==> images/logic_types.png <==
Drawn at 1.5 px/micron.
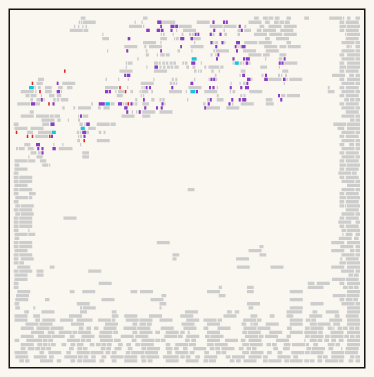
==> images/clk_routes.png <==
Drawn at 2 px/micron.
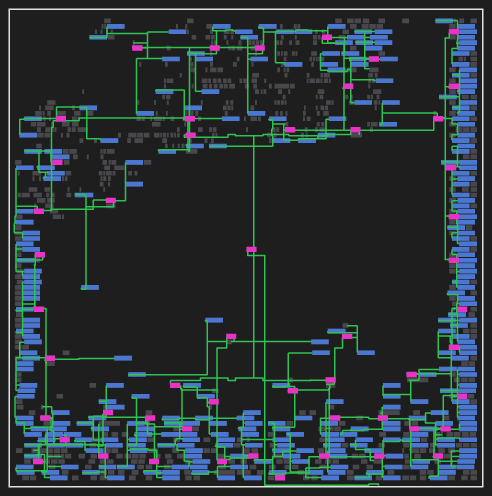
$ cat config.mk
export PLATFORM = sky130hd
export DESIGN_NAME = ddr3_read_sequencer
export DESIGN_NICKNAME = d
export VERILOG_FILES = /design/src/rtl/ddr3_read_sequencer.sv
export SDC_FILE = /design/constraint.sdc
export NUM_CORES = 1
export LEC_CHECK = 0
export CORE_AREA = 2 2 234 236
export CTS_BUF_LIST = sky130_fd_sc_hd__clkbuf_8
export DETAILED_ROUTE_END_ITERATION = 10
export DIE_AREA = 0 0 236 238
export DONT_BUFFER_PORTS = 1
export GPL_TIMING_DRIVEN = 0
export PLACE_DENSITY = 0.35
export SKIP_LAST_GASP = 1
export SYNTH_ARGS = -nofsm -noshare
export SYNTH_HDL_FRONTEND = slang
export SYNTH_SLANG_ARGS = --single-unit
$ cat constraint.sdc
create_clock -name clk -period 3.9 [get_ports clk]
set_clock_uncertainty 0.05 [all_clocks]
set_input_delay 0.585 -clock clk [delete_from_list [all_inputs] [get_ports clk]]
set_output_delay 0.585 -clock clk [all_outputs]
set_load 0.05 [all_outputs]
$ cat src/rtl/ddr3_read_sequencer.sv
// Issues a credit-throttled block of MIG reads and forwards returned beats to the USB/DAC FIFO.
// Data path latency 1 cycle; app_en/app_addr hold until app_rdy, and issue stalls when FIFO credits run out.
module ddr3_read_sequencer #(
  parameter int ADDR_W     = 29,
  parameter int DATA_W     = 256,
  parameter int CNT_W      = 6,
  parameter int ADDR_STEP  = 8,
  parameter int FIFO_DEPTH = 64,
  parameter int FIFO_SLACK = 4,
  parameter int MAX_OUT    = 16
) (
  input  logic                          clk,
  input  logic                          sys_rst,
  input  logic                          start,
  input  logic [ADDR_W-1:0]             rd_base_addr,
  input  logic [CNT_W-1:0]              rd_cnt,
  input  logic                          init_calib_complete,
  output logic [ADDR_W-1:0]             app_addr,
  output logic [2:0]                    app_cmd,
  output logic                          app_en,
  input  logic                          app_rdy,
  input  logic [DATA_W-1:0]             app_rd_data,
  input  logic                          app_rd_data_valid,
  output logic [DATA_W-1:0]             fifo_din,
  output logic                          fifo_wr_en,
  input  logic [$clog2(FIFO_DEPTH):0]   fifo_wr_data_count,
  output logic                          busy,
  output logic                          done,
  output logic                          err_unexpected
);

  localparam int OUT_W = $clog2(MAX_OUT + 1);
  localparam int SUM_W = OUT_W + $clog2(FIFO_DEPTH) + 2;

  typedef enum logic [2:0] {IDLE, WAIT_CAL, ISSUE, DRAIN, DONE} state_t;

  state_t           state;
  logic [CNT_W-1:0] remaining;
  logic [OUT_W-1:0] outstanding;
  logic [OUT_W-1:0] out_next;
  logic [SUM_W-1:0] credit_sum;
  logic             accept;
  logic             ret;
  logic             stray;
  logic             credit_ok;

  assign app_cmd = 3'b001;
  assign accept  = app_en & app_rdy;
  assign ret     = app_rd_data_valid & (outstanding != '0);
  assign stray   = app_rd_data_valid & (outstanding == '0);

  always_comb begin
    out_next = outstanding;
    if (accept && !ret)
      out_next = outstanding + 1'b1;
    else if (!accept && ret)
      out_next = outstanding - 1'b1;
  end

  // Credits are judged on the count as it will stand after this edge, so a
  // command can follow an accept in the very next cycle without over-issuing.
  assign credit_sum = SUM_W'(out_next) + SUM_W'(fifo_wr_data_count) + SUM_W'(FIFO_SLACK);
  assign credit_ok  = (out_next < OUT_W'(MAX_OUT)) && (credit_sum < SUM_W'(FIFO_DEPTH));

  always_ff @(posedge clk or negedge sys_rst) begin
    if (!sys_rst) begin
      state          <= IDLE;
      app_addr       <= '0;
      app_en         <= 1'b0;
      fifo_din       <= '0;
      fifo_wr_en     <= 1'b0;
      busy           <= 1'b0;
      done           <= 1'b0;
      err_unexpected <= 1'b0;
      remaining      <= '0;
      outstanding    <= '0;
    end else begin
      fifo_wr_en  <= ret;
      fifo_din    <= app_rd_data;
      outstanding <= out_next;
      done        <= 1'b0;
      if (stray)
        err_unexpected <= 1'b1;

      case (state)
        IDLE: begin
          if (start) begin
            app_addr       <= rd_base_addr;
            remaining      <= rd_cnt;
            busy           <= 1'b1;
            err_unexpected <= stray;
            if (rd_cnt == '0)
              state <= DONE;
            else if (!init_calib_complete)
              state <= WAIT_CAL;
            else
              state <= ISSUE;
          end
        end
        WAIT_CAL: begin
          if (init_calib_complete)
            state <= ISSUE;
        end
        ISSUE: begin
          if (accept) begin
            app_addr  <= app_addr + ADDR_W'(ADDR_STEP);
            remaining <= remaining - 1'b1;
            if (remaining == CNT_W'(1)) begin
              app_en <= 1'b0;
              state  <= DRAIN;
            end else begin
              app_en <= credit_ok;
            end
          end else if (!app_en) begin
            app_en <= credit_ok;
          end
        end
        DRAIN: begin
          if (outstanding == '0)
            state <= DONE;
        end
        DONE: begin
          done  <= 1'b1;
          busy  <= 1'b0;
          state <= IDLE;
        end
        default: state <= IDLE;
      endcase
    end
  end

endmodule

==> commit_impl_results.txt <==
Log flow metrics for this revision

- Num rows: 85
- The register with the most flip-flops in the layout has 256 of them.
- Leakage power: 6.04 nW
* Area share of fa/ha/maj cells after synthesis: 0.0198
* Slack of the critical path: 0.395 ns
- Once the clock tree was built, the resizer swapped 0 gates to a different size.
- The global routing report lists met1 layer usage as 0.132.
- Aggregate global-route resource usage: 0.121
- Seq power: 4.97 mW
- For the worst flop-to-flop path, the logic depth is 15.
- Buffers outside the clock class: 285
- Number of flops mapped to enable cells by yosys: 0
- Time the final worst path needs with I/O delays and setup: 3.51 ns
* Yosys warning total: 0
* Violations in the final reports: negative hold slack
* Number of gates on the worst path with buffers counted: 15
- Checking hold timing, the worst path is listed with class input pin to async pin.
- Fraction of the yosys area taken by sequential cells: 0.801
- Worst reg2reg path endpoint: app_en$_DFFE_PN0P_
- The synthesized design contains 304 register bits.
- According to the finish report, the design has a final net count of 1255.
* Required time at the endpoint of the critical path: 4.36 ns
* Number of clock buffers in the layout: 63
- The final timing report lists a hold violation count of 304.
- The flow ran to the end, but the final reports show violations.
- Number of buffers between clock root and the deepest sink: 3
- Worst Hold Slack: -0.380 ns
- The clock tree synthesis step divided the H-tree into 2 levels.
- I/O Buffers: 0
* Fraction of the mapped netlist area in simple logic gates: 0.0806
- Synthesized cell area: 9500 sq um
- Switching Power: 3.91 mW
* DPL Wire Length: 24700 microns
* Proportion of cell area occupied by multi-input gates: 0.122
- The vertical die dimension reported for this design is 238 microns.
- On met3, the global router reports a usage of 0.0560.
- Cells after DPL: 1317
- Drt drc: 0
- Post-Layout Inst Area: 14200 sq um
* Number of sequential storage elements: 304
- The violation tally recorded at the end of detailed-routing iteration 0 is 196.
- The script computed the net switching share of total power as 0.391.
* Relative area change from synthesis to final layout: 49.3%
* Met2 usage: 0.201
- The portion of synthesized area spent on multiplexers is 0.00685.
Back to the opening pictures, logic_types.png:
- AND-OR and OR-AND gates: cyan (cells 7; most used a211o_1)
- inverters: red (cells 12; most used inv_1; where upper left)
- inverting AOI/OAI gates: purple (cells 100; most used o21ai_0)

Back to the opening pictures, clk_routes.png:
- clock drivers: magenta (count 52)
- flip-flops: blue (count 304)
- clock wires: green (length 4620 microns)
- routed clock nets: 53

Power and IR drop assume default switching activity.
